### Where the registers sit, run 1

Other sequential cells in the stronger grey, the rest of the logic in the fainter grey.
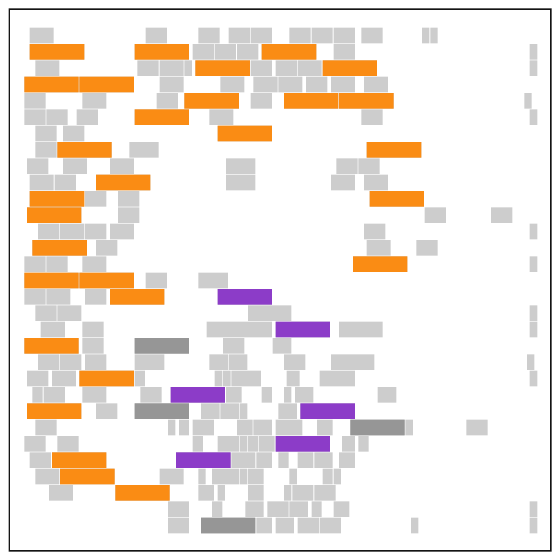
### M3 wires, run 1

Bar = 20 microns.
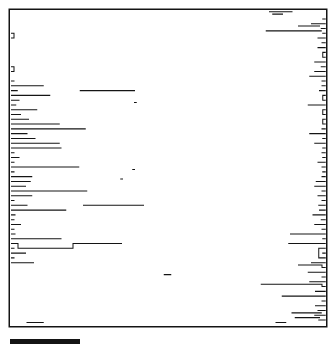
### Track usage over the die, run 1

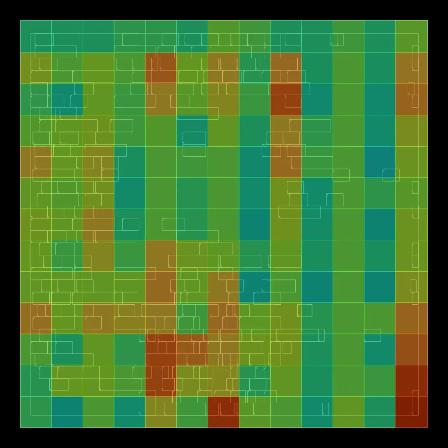
===== src/rtl/ddr_wr_pkg.sv =====
// Shared definitions for the DDR burst writer: FIFO word field positions,
// default burst length and the writer FSM state type.
package ddr_wr_pkg;

  localparam int DATA_LSB      = 0;
  localparam int ADDR_LSB      = 64;
  localparam int VALID_BIT     = 93;
  localparam int EOF_BIT       = 94;
  localparam int LAST_BIT      = 95;

  localparam int DATA_W        = 64;
  localparam int ADDR_W        = 29;
  localparam int BURST_LEN_DEF = 32;

  typedef enum logic {
    IDLE  = 1'b0,
    BURST = 1'b1
  } state_t;

endpackage


===== src/rtl/ddr_burst_writer_if.sv =====
// Avalon-MM burst write bus between the burst writer (master) and the DDR
// controller slave port.
interface ddr_burst_writer_if;
  import ddr_wr_pkg::*;

  // Handshake: a beat transfers on any cycle where avl_write is high and
  // avl_waitrequest is low; while stalled the master holds address, burstcount
  // and writedata unchanged.
  logic [ADDR_W-1:0] avl_address;
  logic [6:0]        avl_burstcount;
  logic              avl_beginbursttransfer;
  logic              avl_write;
  logic [DATA_W-1:0] avl_writedata;
  logic [7:0]        avl_byteenable;
  logic              avl_waitrequest;

  modport master (
    output avl_address, avl_burstcount, avl_beginbursttransfer,
           avl_write, avl_writedata, avl_byteenable,
    input  avl_waitrequest
  );

  modport slave (
    input  avl_address, avl_burstcount, avl_beginbursttransfer,
           avl_write, avl_writedata, avl_byteenable,
    output avl_waitrequest
  );

endinterface


===== src/rtl/ddr_burst_frame_checker.sv =====
// Sticky framing-error flag for burst writes; only instantiated when the
// DDR_WR_CHECK_EN macro is defined.
module ddr_burst_frame_checker
  import ddr_wr_pkg::*;
#(
  parameter int BURST_LEN = BURST_LEN_DEF
) (
  input  logic       clk_100,
  input  logic       reset_n,
  input  logic       beat_acc,
  input  logic [5:0] beat_cnt,
  input  logic [2:0] flags,       // {last, eof, valid}
  input  logic       start_frame,
  output logic       burst_err
);

  localparam logic [5:0] LAST_BEAT = 6'(BURST_LEN - 1);

  logic is_last_beat;
  logic err_now;
  logic unused_eof;

  assign unused_eof   = flags[1];
  assign is_last_beat = (beat_cnt == LAST_BEAT);
  // Last flag must appear on the final beat and nowhere else.
  assign err_now      = beat_acc & (~flags[0] | (flags[2] ^ is_last_beat));

  always_ff @(posedge clk_100 or negedge reset_n) begin
    if (!reset_n) begin
      burst_err <= 1'b0;
    end else if (err_now) begin
      burst_err <= 1'b1;
    end else if (start_frame) begin
      burst_err <= 1'b0;
    end
  end

endmodule


===== src/rtl/ddr_burst_writer.sv =====
// Drains the packed frame FIFO into fixed-length Avalon-MM write bursts.
// Define DDR_WR_CHECK_EN to compile in the framing checks driving burst_err.
module ddr_burst_writer
  import ddr_wr_pkg::*;
#(
  parameter int BURST_LEN = BURST_LEN_DEF,
  parameter int USEDW_W   = 10
) (
  input  logic               clk_100,
  input  logic               reset_n,
  input  logic               start_frame,
  input  logic [95:0]        fifo_q,
  input  logic               fifo_empty,
  input  logic [USEDW_W-1:0] fifo_usedw,
  output logic               fifo_rdreq,
  ddr_burst_writer_if.master avl,
  output logic               frame_done,
  output logic               burst_err,
  output logic               busy,
  output state_t             dbg_state
);

  localparam logic [USEDW_W-1:0] START_LEVEL = USEDW_W'(BURST_LEN);
  localparam logic [5:0]         LAST_BEAT   = 6'(BURST_LEN - 1);

  state_t            state;
  logic              begin_r;
  logic              eof_seen;
  logic              frame_done_r;
  logic [5:0]        beat_cnt;
  logic [ADDR_W-1:0] addr_r;
  logic              beat_acc;
  logic              last_beat;

  assign avl.avl_write              = (state == BURST) & ~fifo_empty;
  assign avl.avl_writedata          = fifo_q[DATA_LSB +: DATA_W];
  assign avl.avl_address            = addr_r;
  assign avl.avl_burstcount         = 7'(BURST_LEN);
  assign avl.avl_byteenable         = 8'hFF;
  assign avl.avl_beginbursttransfer = begin_r;

  assign beat_acc   = avl.avl_write & ~avl.avl_waitrequest;
  assign last_beat  = beat_acc & (beat_cnt == LAST_BEAT);
  assign fifo_rdreq = beat_acc;
  assign frame_done = frame_done_r;
  assign busy       = (state == BURST);
  assign dbg_state  = state;

  always_ff @(posedge clk_100 or negedge reset_n) begin
    if (!reset_n) begin
      state        <= IDLE;
      begin_r      <= 1'b0;
      eof_seen     <= 1'b0;
      frame_done_r <= 1'b0;
      beat_cnt     <= 6'd0;
      addr_r       <= '0;
    end else begin
      frame_done_r <= 1'b0;
      case (state)
        IDLE: begin
          // Address comes from the head word, which is the first beat.
          if (fifo_usedw >= START_LEVEL) begin
            state    <= BURST;
            addr_r   <= fifo_q[ADDR_LSB +: ADDR_W];
            begin_r  <= 1'b1;
            beat_cnt <= 6'd0;
            eof_seen <= 1'b0;
          end
        end
        BURST: begin
          begin_r <= 1'b0;
          if (beat_acc) begin
            beat_cnt <= beat_cnt + 6'd1;
            if (fifo_q[EOF_BIT]) eof_seen <= 1'b1;
            if (last_beat) begin
              state        <= IDLE;
              frame_done_r <= eof_seen | fifo_q[EOF_BIT];
            end
          end
        end
        default: state <= IDLE;
      endcase
    end
  end

`ifdef DDR_WR_CHECK_EN
  ddr_burst_frame_checker #(.BURST_LEN(BURST_LEN)) u_checker (
    .clk_100     (clk_100),
    .reset_n     (reset_n),
    .beat_acc    (beat_acc),
    .beat_cnt    (beat_cnt),
    .flags       (fifo_q[LAST_BIT:VALID_BIT]),
    .start_frame (start_frame),
    .burst_err   (burst_err)
  );
`else
  logic unused_cfg;
  assign unused_cfg = ^{start_frame, fifo_q[LAST_BIT], fifo_q[VALID_BIT]};
  assign burst_err  = 1'b0;
`endif

endmodule


===== src/flat_wrapper.sv =====
// flat-port wrapper written by rule: the top's interface ports become plain ports
module ddr_burst_writer_flat import ddr_wr_pkg::*;
#(
  parameter int BURST_LEN = BURST_LEN_DEF,
  parameter int USEDW_W   = 10
)
  (clk_100, reset_n, start_frame, fifo_q, fifo_empty, fifo_usedw, fifo_rdreq, frame_done, burst_err, busy, dbg_state, avl_avl_address, avl_avl_burstcount, avl_avl_beginbursttransfer, avl_avl_write, avl_avl_writedata, avl_avl_byteenable, avl_avl_waitrequest);
  ddr_burst_writer_if avl_i ();
  input  logic clk_100;
  input  logic reset_n;
  input  logic start_frame;
  input  logic [95:0] fifo_q;
  input  logic fifo_empty;
  input  logic [USEDW_W-1:0] fifo_usedw;
  output logic fifo_rdreq;
  output logic frame_done;
  output logic burst_err;
  output logic busy;
  output state_t dbg_state;
  output wire logic [$bits(avl_i.avl_address)-1:0] avl_avl_address;
  output wire logic [$bits(avl_i.avl_burstcount)-1:0] avl_avl_burstcount;
  output wire logic [$bits(avl_i.avl_beginbursttransfer)-1:0] avl_avl_beginbursttransfer;
  output wire logic [$bits(avl_i.avl_write)-1:0] avl_avl_write;
  output wire logic [$bits(avl_i.avl_writedata)-1:0] avl_avl_writedata;
  output wire logic [$bits(avl_i.avl_byteenable)-1:0] avl_avl_byteenable;
  input wire logic [$bits(avl_i.avl_waitrequest)-1:0] avl_avl_waitrequest;
  assign avl_avl_address = avl_i.avl_address;
  assign avl_avl_burstcount = avl_i.avl_burstcount;
  assign avl_avl_beginbursttransfer = avl_i.avl_beginbursttransfer;
  assign avl_avl_write = avl_i.avl_write;
  assign avl_avl_writedata = avl_i.avl_writedata;
  assign avl_avl_byteenable = avl_i.avl_byteenable;
  assign avl_i.avl_waitrequest = avl_avl_waitrequest;
  ddr_burst_writer #(.BURST_LEN(BURST_LEN), .USEDW_W(USEDW_W)) u_core (.clk_100(clk_100), .reset_n(reset_n), .start_frame(start_frame), .fifo_q(fifo_q), .fifo_empty(fifo_empty), .fifo_usedw(fifo_usedw), .fifo_rdreq(fifo_rdreq), .avl(avl_i), .frame_done(frame_done), .burst_err(burst_err), .busy(busy), .dbg_state(dbg_state));
endmodule

===== config.mk =====
export PLATFORM = sky130hd
export DESIGN_NAME = ddr_burst_writer_flat
export DESIGN_NICKNAME = d
export VERILOG_FILES = /design/src/rtl/ddr_wr_pkg.sv /design/src/rtl/ddr_burst_writer_if.sv /design/src/rtl/ddr_burst_frame_checker.sv /design/src/rtl/ddr_burst_writer.sv /design/src/flat_wrapper.sv
export SDC_FILE = /design/constraint.sdc
export NUM_CORES = 1
export LEC_CHECK = 0
export ABC_CLOCK_PERIOD_IN_PS = 1800
export CAP_MARGIN = 25
export CORE_MARGIN = 2
export CORE_UTILIZATION = 30
export CTS_BUF_LIST = sky130_fd_sc_hd__clkbuf_8
export DETAILED_ROUTE_END_ITERATION = 10
export PLACE_DENSITY = 0.83
export SLEW_MARGIN = 25
export SYNTH_ARGS = -nofsm -noshare
export SYNTH_HDL_FRONTEND = slang
export SYNTH_SLANG_ARGS = --single-unit

===== constraint.sdc =====
create_clock -name clk_100 -period 1.8 [get_ports clk_100]
set_clock_uncertainty 0.05 [all_clocks]
set_input_delay 0.36 -clock clk_100 [delete_from_list [all_inputs] [get_ports clk_100]]
set_output_delay 0.36 -clock clk_100 [all_outputs]
set_load 0.01 [all_outputs]

==> Slide: Implementation Results, run 1 <==
Run Summary

Status
  – Status: finished clean

Global routing
  – Initial antenna violation count: 0
  – Grt total ovfl: 0
  – Vias in the first global route: roughly 1500
  – Global-route wire length before repair: around 7.5 mm
  – Pin count of the biggest net entering global routing: 23

Logic synthesis
  – Synth logic family: buffers and inverters
  – Simple Share, Synth: 4.92%
  – Ys cells: between 150 and 200
  – Max-area cell share: 44.1%
  – XOR-XNOR Cells, Area Fraction: less than 1%
  – Netlist cell types: 30
  – Synth Warn #: 0
  – Synth Register Bits: 39
  – Adder-cell area share of the yosys netlist: less than 1%
  – Yosys aoi share: 5.25%
  – Synth Area per Inst: approximately 11 sq um
  – Top cells by area: dfrtp_1 (44%), buf_4 (27%), mux2_2 (15%), buf_2 (0.90%), o211a_1 (0.90%)
  – YS chip area: 2210 sq um
  – Largest area contributor in the netlist: dfrtp_1
  – Synth Seq Share: 44.1%
  – Post-Syn Area: about 2200 sq um
  – Post-Syn Instances: between 150 and 200
  – Area fraction in mux cells: roughly 15%

Layout
  – Post-route insts no fill: 319
  – Ant. Diodes: 0
  – Final instance area: approximately 2700 sq um
  – Fillers: between 700 and 800
  – Combinational gate area: 666 sq um
  – Most numerous logic cells after layout: clkdlybuf4s50_1 (66), dfrtp_1 (39), mux2_2 (29), conb_1 (16), buf_4 (8)
  – Area Growth Syn to Fin: 23.8%
  – Nets: around 330
  – Most frequent logic cell in the layout: clkdlybuf4s50_1
  – Final Util: roughly two fifths
  – Fraction of layout cells with a size suffix above 1: around a quarter
  – Max reg flops: 29

Place
  – HPWL Detailed: around 3.7 mm
  – PortBufs: 73
  – GP Congestion: around 0.79
  – Placed Instances: roughly 310
  – Post-Place Setup Slack: -435 ps
  – Post-DP Area: 2620 sq um

Worst hold path
  – Hold Path End: u_core.avl.avl_address[19]
  – Worst Hold Depth: 1
  – Worst Hold Class: reg2reg
  – Hold path start: u_core.avl.avl_address[19]

STA
  – Slew Limit Fails: 0
  – Setup TNS: 0 ps
  – # setup viols final: 0
  – Final period util: between 90% and 100%
  – RSZ-0062 raised after global routing: no
  – Fin crit period: around 1700 ps
  – Worst hold margin: between 400 and 500 ps
  – Fin. Hold Viols: 0
  – Fin worst setup slack: roughly 100 ps
  – F_max: around 590 MHz

Power and ir drop
  – Comb. pwr: between 1.5 and 2 mW
  – Worst vdd ir: between 700 and 800 uV
  – Register share of total power: 39.4%
  – Internal Pwr Total: roughly 2.8 mW
  – Gate power share: about two fifths
  – Power Total: ~3.9 mW
  – Largest power group: combinational logic
  – Leakage: approximately 1.2 nW
  – PwrDens: ~1400 nW/um^2
  – Sw power: around 1.1 mW
  – Power share of the clock group: 19.7%
  – Sw Ratio: a little under 30%
  – P_clk: approximately 0.77 mW

Clock network
  – TritonCTS clock tree: done
  – Max H-tree Level: 2
  – Clk buf depth: 2
  – # Post-CTS Setup Buffers: 0
  – CTS sink cnt: 39
  – Late-Pin Clk Latency: between 200 and 300 ps
  – CTS Buf Count: 5
  – Root Driver: clkbuf_8
  – Clk slew on worst S/H paths: approximately 80 ps

Flow run
  – Max-Cap Viols: 0
  – Tool warnings: 34

Drt
  – Via density: 4.40
  – DRT Pass-1 Iters: 4
  – ANT nets after route: 0
  – Initial DRC count: about 50
  – DRC viols: 0

Floorplan
  – Die Area: 8090 sq um
  – I/O pins: about 230
  – FP Rows: 31
  – Pre-Place Util: 30.7%
  – Die height: roughly 90 microns
  – Chip width: about 90 microns
  – Core Area: around 7200 sq um

Critical path
  – Critical path class: reg2out
  – Crit path from: u_core.busy
  – Critical Path Fanout Max: 13
  – Reg2reg path depth: 4
  – End point of the critical path: avl_avl_write
  – Reg-to-Reg End: u_core.beat_cnt[4]
  – WP data arrival: between 1000 and 1500 ps
  – CP max-delay cell: dfrtp_1
  – Critical-path cell list: buf_4 > inv_1 > nor2_1 > dlygate4sd2_1
  – Crit path launch type: flip-flop
  – Worst Path Required: between 1000 and 1500 ps
  – Crit end category: output pin
  – Reg2Reg Setup Slack: roughly 120 ps
  – Worst path max stage delay: roughly 350 ps
  – R2r startpoint: u_core.beat_cnt[1]
About 'Where the registers sit':
Orange marks u_core.avl.avl_address, flops 29. Purple marks u_core.beat_cnt, flops 6, where bottom middle.
sequential share of cell area: 35.6%
Reg area: 976 sq um
sequential power: 1.53 mW

About 'M3 wires':
The longest straight run is 21.4 microns. The layer holds 11% of the routed length. The wires run mostly horizontal.
WL final: 4.70 mm
GR Util met3: 5.95%
Vias: 1405

About 'Track usage over the die':
gr usage total: 11.5%
met2 GRT Util: 19.9%
drt wl/cell: 14.7 microns
met1 Use GR: 11.6%

## run 1: cells by family (layout without fill, tap and decap cells)
family,after synthesis,count (layout)
AOI/OAI and AO/OA,15,15
xor gates and xnor gates,2,2
adders and majority gates,1,1
buffers and inverters,88,96
DFF,39,39
muxes,30,30
other,2,16
and+or+nand+nor,21,21
## run 1: worst max-delay path, delay by kind of cell, from the launching register on
family | cells | cell delay, ps
flops | 1 | 350
simple gates | 1 | 100
buf+inv | 3 | 540
## run 1: routing by layer
layer	vias up	GRT usage [%]	share of wire, %
met5	-	0	0
met4	0	5.00	3.0
met3	24	5.95	11
met2	98	19.9	50
met1	676	11.6	36
li1	607	-	-
## run 1: repair_timing
action | in CTS | in global routing
pin swaps | 1 | 1
endpoints found under the setup margin | 4 | 1
hold buffers | 1 | 0
gates resized | 8 | 3
hold endpoints to repair | 17 | 0
## run 1: final cells by class
cell class | instances | share of cell area [%]
multi-input combinational | 85 | 24.3
clock inverter | 2 | 1.28
timing repair buffer | 85 | 30.9
clock buffer | 6 | 3.01
inverter | 3 | 0.411
tap | 99 | 4.52
sequential | 39 | 35.6
## run 1: cell usage after synthesis
cell type / number
a211o_1: 1
a21oi_1: 3
a221o_1: 1
a22o_1: 2
a41oi_1: 1
and2_1: 1
and4_1: 1
buf_2: 4
buf_4: 81
conb_1: 2
dfrtp_1: 39
ha_1: 1
inv_1: 3
mux2_2: 29
mux2i_1: 1
nand2_1: 5
nand3_1: 2
nor2_1: 5
nor3_1: 3
nor4_1: 1
o211a_1: 2
o211ai_1: 1
o21a_1: 2
o21ai_0: 1
o221ai_1: 1
or3b_1: 1
or3b_2: 1
or4_1: 1
xnor2_1: 1
xor2_1: 1
--- run 2 (diff from run 1) ---
--- a/config.mk
+++ b/config.mk
@@ -9,7 +9,7 @@
 export CAP_MARGIN = 25
 export CORE_MARGIN = 2
 export CORE_UTILIZATION = 30
-export CTS_BUF_LIST = sky130_fd_sc_hd__clkbuf_8
+export CTS_BUF_LIST = sky130_fd_sc_hd__clkbuf_4 sky130_fd_sc_hd__clkbuf_8
 export DETAILED_ROUTE_END_ITERATION = 10
 export PLACE_DENSITY = 0.83
 export SLEW_MARGIN = 25
### M2 wires, run 2

Cells faint in the background.
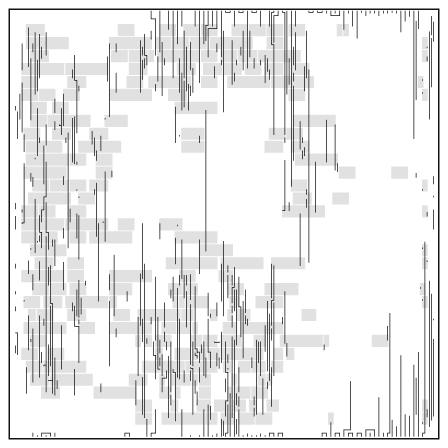
The longest straight run is 40.5 microns. The wires run mostly vertical. 291 nets have wire on it. The layer carries 2340 microns of wire.

==> run 2 against run 1 <==
Die area did not move. Worst hold slack unchanged. Sequential share of layout area unchanged. Sequential cell count is the same. Utilization did not move. Critical path type unchanged.
==> Slide: Implementation Results, run 2 <==
Run Summary

Status
  – Status: finished clean (unchanged)

Logic synthesis
  – Synth Area per Inst: 11.2 sq um (unchanged)
  – Synth Warn #: 0 (unchanged)
  – Top cells by area: dfrtp_1 (44%), buf_4 (27%), mux2_2 (15%), buf_2 (0.90%), o211a_1 (0.90%) (unchanged)
  – Top post-synthesis cells by count: buf_4 (81), dfrtp_1 (39), mux2_2 (29) (unchanged)
  – Max-area cell share: 44.1% (unchanged)
  – Synth Seq Share: 44.1% (unchanged)
  – Post-Syn Area: 2210 sq um (unchanged)
  – Most used DFF post-synth: dfrtp_1 (unchanged)
  – Asr flop ratio synth: 100% (unchanged)
  – Synth Register Bits: 39 (unchanged)
  – Netlist cell types: 30 (unchanged)
  – YS chip area: 2210 sq um (unchanged)
  – Count of library flops with an enable pin: 0 (unchanged)
  – Count leader, synth: buf_4 (unchanged)
  – Post-Syn Instances: 198 (unchanged)

Global routing
  – Pin count of the biggest net entering global routing: 23 (unchanged)
  – GR Util met3: 5.95% (unchanged)
  – Grt total ovfl: 0 (unchanged)
  – Initial antenna violation count: 0 (unchanged)
  – Gr usage total: 11.5% (unchanged)
  – Most Crowded Layer GR: met2 (unchanged)
  – Global-route wire length before repair: 7.48 mm (unchanged)
  – Met2 GRT Util: 19.9% (unchanged)
  – Vias in the first global route: 1484 (unchanged)
  – Met1 Use GR: 11.6% (unchanged)

Clock network
  – CTS sink cnt: 39 (unchanged)
  – Clk slew on worst S/H paths: 80 ps (about the same)
  – TritonCTS clock tree: done (unchanged)
  – Max H-tree Level: 2 (unchanged)
  – # Post-CTS Setup Buffers: 0 (unchanged)
  – Late-Pin Clk Latency: 290 ps (about the same)
  – CTS Buf Count: 5 (unchanged)
  – Clk buf depth: 2 (unchanged)

Layout
  – Post-route insts no fill: 319 (unchanged)
  – Nets: 331 (unchanged)
  – Max reg flops: 29 (unchanged)
  – Ant. Diodes: 0 (unchanged)
  – Fraction of layout cells with a size suffix above 1: 24.5% (unchanged)
  – Final instance area: 2740 sq um (unchanged)
  – Area Growth Syn to Fin: 23.8% (unchanged)
  – Most numerous logic cells after layout: clkdlybuf4s50_1 (66), dfrtp_1 (39), mux2_2 (29), conb_1 (16), buf_4 (8) (unchanged)
  – Most frequent logic cell in the layout: clkdlybuf4s50_1 (unchanged)

Drt
  – DRC viols: 0 (unchanged)
  – WL met3: 532 microns (unchanged)
  – WL final: 4.70 mm (unchanged)
  – Initial DRC count: 49 (unchanged)
  – Vias: 1405 (unchanged)
  – Highest metal used: met4 (unchanged)
  – Drt wl/cell: 14.7 microns (unchanged)
  – ANT nets after route: 0 (unchanged)
  – Metal-1 WL: 1.68 mm (unchanged)
  – WL met2: 2.34 mm (unchanged)
  – DRT Pass-1 Iters: 4 (unchanged)

Place
  – PortBufs: 73 (unchanged)
  – GP Congestion: 0.792 (unchanged)
  – HPWL Detailed: 3.70 mm (unchanged)
  – Placed Instances: 310 (unchanged)
  – Post-DP Area: 2620 sq um (unchanged)

Power and ir drop
  – Worst vdd ir: 773 uV (unchanged)
  – PwrDens: 1420 nW/um^2 (unchanged)
  – Leakage: 1.17 nW (unchanged)

Floorplan
  – Core Area: 7210 sq um (unchanged)
  – FP Rows: 31 (unchanged)
  – I/O pins: 226 (unchanged)
  – Die Area: 8090 sq um (unchanged)
  – Die height: 89.9 microns (unchanged)
  – Chip width: 89.9 microns (unchanged)
  – Pre-Place Util: 30.7% (unchanged)

Critical path
  – Crit path launch type: flip-flop (unchanged)
  – CP max-delay cell: dfrtp_1 (unchanged)
  – WP data arrival: 1290 ps (about the same)
  – Critical Path Fanout Max: 13 (unchanged)
  – Worst path max stage delay: 350 ps (about the same)
  – Worst Path Required: 1390 ps (about the same)
  – Critical path class: reg2out (unchanged)
  – Critical-path cell list: buf_4 > inv_1 > nor2_1 > dlygate4sd2_1 (unchanged)
  – Crit end category: output pin (unchanged)

Worst hold path
  – Worst Hold Class: reg2reg (unchanged)

STA
  – # setup viols final: 0 (unchanged)
  – Worst hold margin: 459 ps (unchanged)
  – Slew Limit Fails: 0 (unchanged)
  – Final period util: 94.2% (unchanged)
  – Setup TNS: 0 ps (unchanged)
  – Fin. Hold Viols: 0 (unchanged)
  – Fin crit period: 1700 ps (unchanged)
  – F_max: 590 MHz (unchanged)

Flow run
  – Max-Cap Viols: 0 (unchanged)
  – Tool warnings: 34 (unchanged)
### Where the registers sit, run 2

Other sequential cells in the stronger grey, the rest of the logic in the fainter grey.
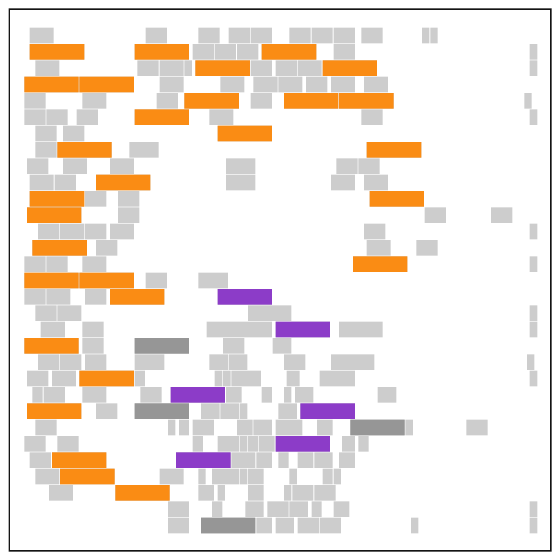
Final Util: 38.0%

[run 2: cell counts after synthesis]
No cell type changed its count.
[run 2: per-stage QoR]
step	total power, mW	setup slack [ps]
CTS	3.94	13.8
global placement	3.11	-415
floorplan	2.37	176
global route	4.14	2.23
finish	3.89	104
detailed placement	3.16	-435
[run 2: worst max-delay path: cells and delay by family (launching register included)]
family	cells	cell delay (ps)
buffers and inverters	3	540
and+or+nand+nor	1	100
DFF	1	350
[run 2: what timing repair did]
item | CTS | global route
endpoints found under the hold margin | 17 | 0
hold buffers | 1 | 0
pin swaps | 1 | 1
cloned | 0 | 0
setup endpoints to repair | 4 | 1
resized | 8 | 3
[run 2: final timing paths]
kind,startpoint,endpoint,slack [ps],cells past startpoint
max,u_core.busy,avl_avl_write,100,4
min,u_core.avl.avl_address[19],u_core.avl.avl_address[19],460,1
max reg2reg,u_core.beat_cnt[1],u_core.beat_cnt[4],120,4
min reg2reg,u_core.avl.avl_address[19],u_core.avl.avl_address[19],460,1
max in group asynchronous,reset_n,u_core.avl.avl_address[14],720,3
min in group asynchronous,reset_n,u_core.avl.avl_address[28],500,2
[run 2: cells by family after synthesis]
group / share of synthesized area (%)
AOI/OAI and AO/OA: 5.25
xor gates and xnor gates: 0.791
adders and majority gates: 0.565
buffers and inverters: 28.9
DFF: 44.1
muxes: 15.2
other: 0.339
and+or+nand+nor: 4.92
[run 2: power by group]
part           internal, mW  switching (mW)
logic                  1.03           0.564
registers              1.28           0.248
clock network         0.449           0.317
total                  2.76            1.13
[run 2: layout make-up]
type,instances,area [sq um],share of cell area [%]
timing repair buffer,85,848,30.9
tap,99,124,4.52
clock inverter,2,35.0,1.28
inverter,3,11.3,0.411
sequential,39,976,35.6
clock buffer,6,82.6,3.01
multi-input combinational,85,666,24.3
Power and IR drop assume default switching activity.
